$ cat config.mk
export PLATFORM = sky130hd
export DESIGN_NAME = ifetch
export DESIGN_NICKNAME = d
export VERILOG_FILES = /design/src/rtl/ifetch_pkg.sv /design/src/rtl/ifetch_fetch_fifo.sv /design/src/rtl/ifetch.sv
export SDC_FILE = /design/constraint.sdc
export NUM_CORES = 1
export LEC_CHECK = 0
export ABC_AREA = 1
export ABC_CLOCK_PERIOD_IN_PS = 2900
export CORE_MARGIN = 2
export CORE_UTILIZATION = 53
export CTS_CLUSTER_SIZE = 8
export DETAILED_ROUTE_END_ITERATION = 12
export PLACE_DENSITY = 0.83
export SKIP_LAST_GASP = 1
export SYNTH_ARGS = -nofsm -noshare
export SYNTH_HDL_FRONTEND = slang
export SYNTH_SLANG_ARGS = --single-unit
export TNS_END_PERCENT = 20
$ cat constraint.sdc
create_clock -name clk -period 2.9 [get_ports clk]
set_clock_uncertainty 0.05 [all_clocks]
set_input_delay 0.435 -clock clk [delete_from_list [all_inputs] [get_ports clk]]
set_output_delay 0.435 -clock clk [all_outputs]
set_load 0.01 [all_outputs]
$ cat src/rtl/ifetch_pkg.sv
// rtl/ifetch_pkg.sv - shared types and defaults for the instruction fetch stage
package ifetch_pkg;

  localparam int XLEN = 32;
  localparam logic [XLEN-1:0] RESET_PC_DEFAULT = 32'h0000_0000;
  localparam int FIFO_DEPTH_DEFAULT = 4;

  typedef struct packed {
    logic [31:0]     instr;
    logic [XLEN-1:0] pc;
    logic            fault;
    logic            misalign;
  } fetch_entry_t;

  function automatic logic [XLEN-1:0] next_word_pc(input logic [XLEN-1:0] pc);
    return pc + XLEN'(4);
  endfunction

endpackage

$ cat src/rtl/ifetch_fetch_fifo.sv
// rtl/ifetch_fetch_fifo.sv - in-order entry buffer with registered head and synchronous clear
module fetch_fifo #(
  parameter int  DEPTH   = 4,
  parameter type entry_t = logic [7:0]
) (
  input  logic                   clk,
  input  logic                   reset_n,
  input  logic                   push,
  input  entry_t                 push_data,
  input  logic                   pop,
  input  logic                   clear,
  output entry_t                 head,
  output logic [$clog2(DEPTH):0] count,
  output logic                   full,
  output logic                   empty
);

  localparam int CW = $clog2(DEPTH) + 1;

  entry_t        slots [DEPTH];
  logic          do_push;
  logic          do_pop;
  logic [CW-1:0] wr_idx;

  assign empty   = (count == '0);
  assign full    = (count == CW'(DEPTH));
  assign do_pop  = pop & ~empty;
  assign do_push = push & (~full | do_pop);
  // Slot 0 is always the head, so a pop shifts and a simultaneous push lands one lower.
  assign wr_idx  = count - CW'(do_pop);
  assign head    = slots[0];

  always_ff @(posedge clk or negedge reset_n) begin
    if (!reset_n) begin
      count <= '0;
      for (int i = 0; i < DEPTH; i++) slots[i] <= '0;
    end else if (clear) begin
      count <= '0;
    end else begin
      if (do_pop) begin
        for (int i = 0; i < DEPTH - 1; i++) slots[i] <= slots[i+1];
      end
      if (do_push) slots[wr_idx[CW-2:0]] <= push_data;
      count <= count + CW'(do_push) - CW'(do_pop);
    end
  end

endmodule

$ cat src/rtl/ifetch.sv
// rtl/ifetch.sv - instruction fetch: PC sequencing, credit-limited memory requests, redirect flush
module ifetch
  import ifetch_pkg::*;
#(
  parameter logic [XLEN-1:0] RESET_PC   = RESET_PC_DEFAULT,
  parameter int              FIFO_DEPTH = FIFO_DEPTH_DEFAULT
) (
  input  logic            clk,
  input  logic            reset_n,
  output logic            imem_req_v_o,
  output logic [XLEN-1:0] imem_req_addr_o,
  input  logic            imem_req_ready_i,
  input  logic            imem_rsp_v_i,
  input  logic [31:0]     imem_rsp_data_i,
  input  logic            imem_rsp_err_i,
  input  logic            redirect_v_i,
  input  logic [XLEN-1:0] redirect_pc_i,
  output logic            instr_v_o,
  output logic [31:0]     instr_o,
  output logic [XLEN-1:0] pc_o,
  output logic            fetch_fault_o,
  output logic            fetch_misalign_o,
  input  logic            dec_ready_i
);

  localparam int CW = $clog2(FIFO_DEPTH) + 1;

  logic [XLEN-1:0] pc_q;
  logic [XLEN-1:0] resp_pc_q;
  logic [CW-1:0]   outstanding_q;
  logic [CW-1:0]   drop_cnt_q;
  logic [CW-1:0]   fifo_count;
  logic            halted_q;
  logic            misalign_pend_q;
  logic            fifo_full;
  logic            fifo_empty;
  logic            credit_ok;
  logic            req_fire;
  logic            rsp_keep;
  logic            push_en;
  logic            pop_en;
  logic            redirect_misaligned;
  fetch_entry_t    push_entry;
  fetch_entry_t    head;

  // Outstanding requests and buffered entries share one credit pool, so the buffer never overflows.
  assign credit_ok = ({1'b0, outstanding_q} + {1'b0, fifo_count}) < (CW+1)'(FIFO_DEPTH);
  assign imem_req_v_o    = reset_n & ~halted_q & ~redirect_v_i & credit_ok;
  assign imem_req_addr_o = pc_q;
  assign req_fire        = imem_req_v_o & imem_req_ready_i;

  assign redirect_misaligned = (redirect_pc_i[1:0] != 2'b00);
  assign rsp_keep = imem_rsp_v_i & (drop_cnt_q == '0) & ~redirect_v_i;
  assign push_en  = ~redirect_v_i & (rsp_keep | misalign_pend_q);
  assign pop_en   = instr_v_o & dec_ready_i;

  always_comb begin
    push_entry = '0;
    push_entry.pc = resp_pc_q;
    if (misalign_pend_q) begin
      push_entry.misalign = 1'b1;
    end else begin
      push_entry.instr = imem_rsp_data_i;
      push_entry.fault = imem_rsp_err_i;
    end
  end

  always_ff @(posedge clk or negedge reset_n) begin
    if (!reset_n) begin
      pc_q            <= RESET_PC;
      resp_pc_q       <= RESET_PC;
      outstanding_q   <= '0;
      drop_cnt_q      <= '0;
      halted_q        <= 1'b0;
      misalign_pend_q <= 1'b0;
    end else if (redirect_v_i) begin
      // Every request still in flight becomes stale, including one answering right now.
      pc_q            <= redirect_pc_i;
      resp_pc_q       <= redirect_pc_i;
      outstanding_q   <= outstanding_q - CW'(imem_rsp_v_i);
      drop_cnt_q      <= outstanding_q - CW'(imem_rsp_v_i);
      halted_q        <= redirect_misaligned;
      misalign_pend_q <= redirect_misaligned;
    end else begin
      if (req_fire) pc_q <= next_word_pc(pc_q);
      outstanding_q <= outstanding_q + CW'(req_fire) - CW'(imem_rsp_v_i);
      if (imem_rsp_v_i && drop_cnt_q != '0) drop_cnt_q <= drop_cnt_q - CW'(1);
      if (rsp_keep) begin
        resp_pc_q <= next_word_pc(resp_pc_q);
        if (imem_rsp_err_i) halted_q <= 1'b1;
      end
      misalign_pend_q <= 1'b0;
    end
  end

  fetch_fifo #(
    .DEPTH   (FIFO_DEPTH),
    .entry_t (fetch_entry_t)
  ) u_fifo (
    .clk       (clk),
    .reset_n   (reset_n),
    .push      (push_en),
    .push_data (push_entry),
    .pop       (pop_en),
    .clear     (redirect_v_i),
    .head      (head),
    .count     (fifo_count),
    .full      (fifo_full),
    .empty     (fifo_empty)
  );

  assign instr_v_o        = ~fifo_empty;
  assign instr_o          = head.instr;
  assign pc_o             = head.pc;
  assign fetch_fault_o    = head.fault & ~fifo_empty;
  assign fetch_misalign_o = head.misalign & ~fifo_empty;

  a_no_rsp_underflow: assert property (@(posedge clk) disable iff (!reset_n)
    imem_rsp_v_i |-> outstanding_q != '0);
  a_drop_bounded: assert property (@(posedge clk) disable iff (!reset_n)
    drop_cnt_q <= outstanding_q);
  a_no_overflow: assert property (@(posedge clk) disable iff (!reset_n)
    (push_en && fifo_full && !redirect_v_i) |-> pop_en);

endmodule

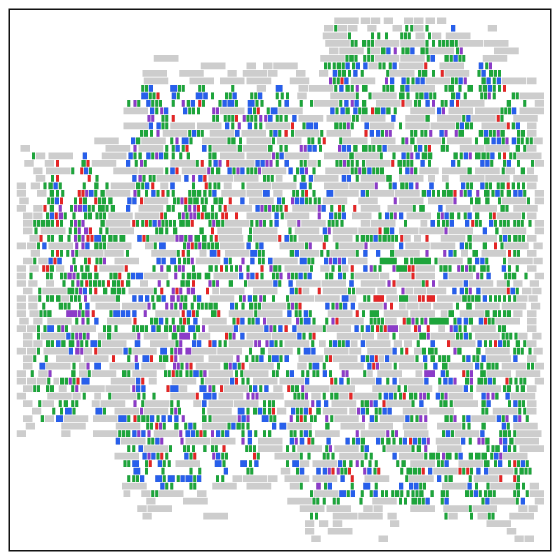
(run_1/gate_families.png)
color	family	cells	most used
green	NAND gates	1,295	nand2_1
purple	NOR gates	260	nor2_1
red	inverters	182	inv_1
blue	inverting AOI/OAI gates	444	o21ai_0
multi-input gate share of the layout cell area: 0.406
final cell count without fillers: 3,290

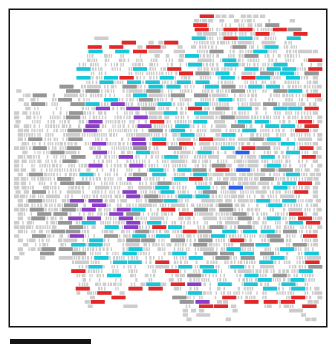
(run_1/registers.png)
The bar under the picture is 50 um long. Other sequential cells in the stronger gray, the rest of the logic in the fainter gray.
color	netlist name	flops
blue	u_fifo.count	3
cyan	u_fifo.slots	132
purple	resp_pc_q	32
red	u_fifo.head	66
not colored	106

==> Slide: Implementation Results, run 1 <==
Run Summary

Routing
  • Average wire per cell in the routed design: 16.9 um
  • DRT iter0 DRCs: 2,006

Power
  • Part of the total power dissipated in sequential elements: 0.361
  • Share of total power consumed by net switching: 0.403
  • Power of the clock network: 4.98 mW
  • Portion of total power attributed to combinational logic: 0.417
  • Clock network fraction of total power: 0.222
  • Worst vdd rail ir drop: 0.000629 V
  • Largest power group: combinational cells
  • Power drawn by the sequential cells: 8.07 mW

Cells and area
  • Post-layout nets: 2,906
  • Number of buffers outside the clock class in the layout: 212
  • Clk_buf instances: 50
  • Highest-count logic cell in the final layout: sky130_fd_sc_hd__nand2_1
  • Antenna Diode Count: 0
  • Post-Route Utilization: 0.614
  • Clock network area share: 0.0570

Critical path
  • Worst endpoint data arrival time: 2.27 ns
  • Top fanout value on the critical path: 5
  • Cell with the biggest individual delay on the critical path: sky130_fd_sc_hd__clkdlybuf4s50_1
  • Crit end category: output port
  • Critical Path RT: 2.41 ns
  • Endpoint of the worst register-to-register path: u_fifo.slots[138]$_DFFE_PN0N_

Yosys
  • Top cells by area: sky130_fd_sc_hd__dfrtp_1 (44%), sky130_fd_sc_hd__nand2_1 (20%), sky130_fd_sc_hd__o21ai_0 (7.8%)
  • Synthesized cell area: 0.0195 sq mm
  • #FFs+latches synth: 339
  • Number of cell instances after yosys synthesis: 2,796

GRT
  • Global-route layer with the greatest usage: met2
  • Global-route usage over all layers: 0.292

Final timing
  • Final worst-path cycle share: 0.950
  • Max-slew violations: 0
  • Max Clk Rate: 0.363 GHz
  • Number of hold violations in the final report: 0

Placement
  • Count of buffers from port buffering: 170
  • Post-placement cell count: 3,237
  • Area after detailed placement: 0.0211 sq mm

Clocking
  • Post_cts resized: 0
  • Hold-fix buffers, CTS: 1
  • Longest Clk Path Bufs: 3

Outcome
  • Status: finished clean

Worst hold path
  • WHS Endpoint: halted_q$_DFFE_PN0P_
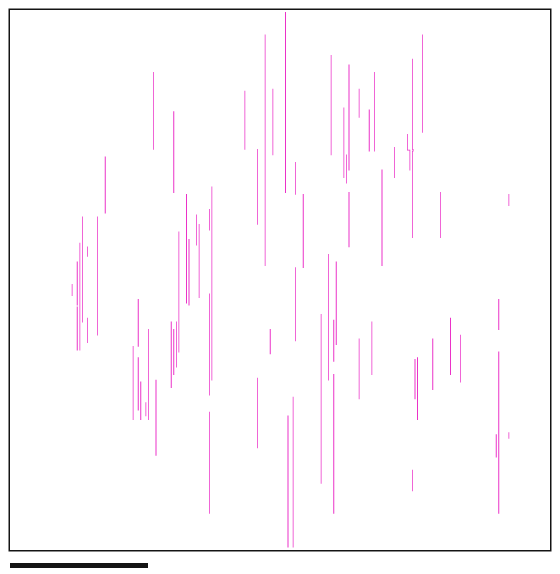
(run_1/met4.png)
The bar under the picture is 50 um long.
wire length on this layer	1,940 um
share of all routed wire	3.5%
main direction	vertical

## run 1: synth_stat cells, drive strengths merged
cell type and count:
nand2 1036, ha 13, nand3 211, o21bai 2, fa 2, clkinv 2, inv 180, o211ai 44
buf 144, o21ai 372, nor3 12, dfrtp 339, or2 3, nor2 248, a31oi 5, a21oi 16
a22oi 1, o221ai 4, nand3b 3, xor2 16, xnor2 4, clkbuf 94, nand4 45
## run 1: critical path, delay by kind of cell (launching register included)
kind	cells	cell delay (ns)
flip-flops	1	0.45
buffers and inverters	2	0.71
AND/OR/NAND/NOR	3	0.56
## run 1: per-layer routing
| layer | part of all wire | vias to the layer above |
|---|---|---|
| met5 | 0 | - |
| met1 | 0.40 | 9142 |
| met2 | 0.48 | 993 |
| met3 | 0.084 | 167 |
| li1 | - | 8917 |
| met4 | 0.035 | 0 |
==> run_1/final_congestion.png <==
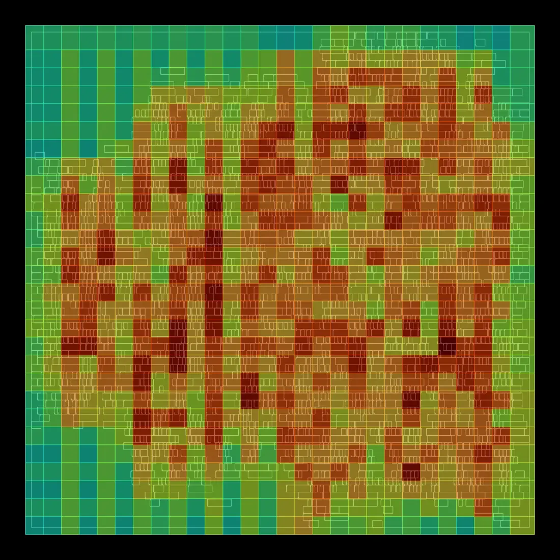

--- run 2 (diff from run 1) ---
--- a/config.mk
+++ b/config.mk
@@ -7,11 +7,11 @@
 export LEC_CHECK = 0
 export ABC_AREA = 1
 export ABC_CLOCK_PERIOD_IN_PS = 2900
-export CORE_MARGIN = 2
-export CORE_UTILIZATION = 53
+export CORE_MARGIN = 1
+export CORE_UTILIZATION = 50
 export CTS_CLUSTER_SIZE = 8
 export DETAILED_ROUTE_END_ITERATION = 12
-export PLACE_DENSITY = 0.83
+export PLACE_DENSITY = 0.79
 export SKIP_LAST_GASP = 1
 export SYNTH_ARGS = -nofsm -noshare
 export SYNTH_HDL_FRONTEND = slang
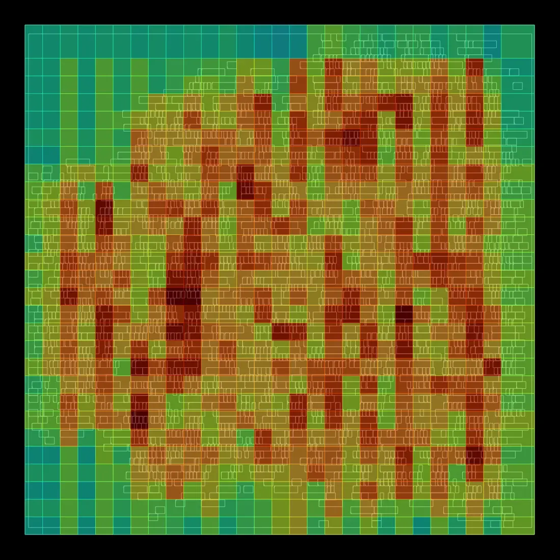
(run_2/final_congestion.png)
global-route layer with the greatest usage: met2
met3 usage: 0.0415

==> run 2 against run 1 <==
Wire length shrank 0.46%. Global-route usage shrank 0.69 points. Sequential power is essentially flat. Synthesized cell count is the same. The run now ends with negative hold slack left. Combinational power shrank 1%. Worst setup slack gained 0.018 ns. Fmax grew 0.65%. Largest power group unchanged. Die area grew 3.8%. Worst hold slack lost 0.28 ns. Count of clock-buffer cells in the layout is the same. Via count shrank 1.8%. First-iteration DRC count shrank 8.1%.
==> Slide: Implementation Results, run 2 <==
Run Summary

Power
  • Share of total power consumed by net switching: 0.401
  • Worst vdd rail ir drop: 0.000574 V
  • Power drawn by the sequential cells: 8.04 mW
  • Portion of total power attributed to combinational logic: 0.415
  • Part of the total power dissipated in sequential elements: 0.361
  • Power of the clock network: 4.99 mW

Routing
  • Length of routed wiring on met1: 22,800 um
  • DRT iter0 DRCs: 1,844
  • Average wire per cell in the routed design: 16.7 um
  • Top routing layer in use: met4
  • Metal2 WL: 26,500 um

Critical path
  • Worst endpoint data arrival time: 3.17 ns
  • Crit end category: flip-flop
  • Levels on crit path: 13
  • Cell family contributing the most delay on the critical path: adder cells
  • Critical Path RT: 3.33 ns
  • Top fanout value on the critical path: 5

Outcome
  • Violations in the final reports: negative hold slack
  • Status: finished, violations left

Final timing
  • Number of hold violations in the final report: 30
  • Max Clk Rate: 0.365 GHz
  • Final worst-path cycle share: 0.944
  • Tightest hold margin: -0.0472 ns

Yosys
  • Top cells by area: sky130_fd_sc_hd__dfrtp_1 (44%), sky130_fd_sc_hd__nand2_1 (20%), sky130_fd_sc_hd__o21ai_0 (7.8%)
  • Post-synth tally of flip-flops with integrated enable: 0
  • Synthesized cell area: 0.0195 sq mm
  • Number of cell instances after yosys synthesis: 2,796
  • Most instantiated cells after synthesis: sky130_fd_sc_hd__nand2_1 (1,034), sky130_fd_sc_hd__dfrtp_1 (339), sky130_fd_sc_hd__o21ai_0 (303)
  • Dominant register cell: sky130_fd_sc_hd__dfrtp_1
  • #FFs+latches synth: 339

Cells and area
  • Post-layout nets: 2,903
  • Antenna Diode Count: 0
  • Final cell count without fillers: 3,329

Placement
  • Count of buffers from port buffering: 170
  • Area after detailed placement: 0.0211 sq mm

Clocking
  • Longest Clk Path Bufs: 3
  • Hold-fix buffers, CTS: 0
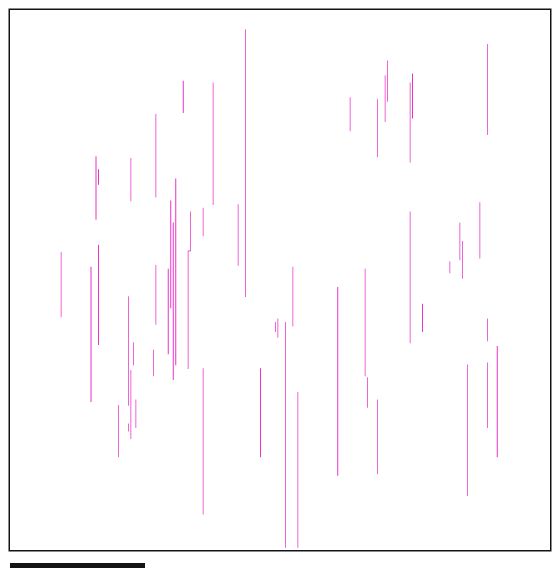
(run_2/met4.png)
The bar under the picture is 50 um long.
via total after detailed routing: 18,900
drt total wl: 55,500 um

==> run 2: cell counts after synthesis <==
No cell type changed its count.
==> run 2: final cells by class <==
class / count / area, sq um
Clock buffer: 50 / 1230
Clock inverter: 1 / 30.0
Fill cell: 3418 / 15700
Inverter: 182 / 696
Multi-Input combinational cell: 2037 / 9090
Sequential cell: 339 / 8480
Tap cell: 511 / 639
Timing Repair Buffer: 209 / 2180
==> run 2: cells by family (layout without fill, tap and decap cells) <==
kind of cell | count (synthesis) | in the layout | share of synthesized area
AND/OR/NAND/NOR | 1558 | 1558 | 0.324
AND-OR/OR-AND | 444 | 444 | 0.121
buffers and inverters | 420 | 442 | 0.0994
flip-flops | 339 | 339 | 0.436
XOR/XNOR | 20 | 20 | 0.00900
adder cells (fa/ha/maj) | 15 | 15 | 0.0104
No activity file was given, so power comes from the tool's default toggle rates.
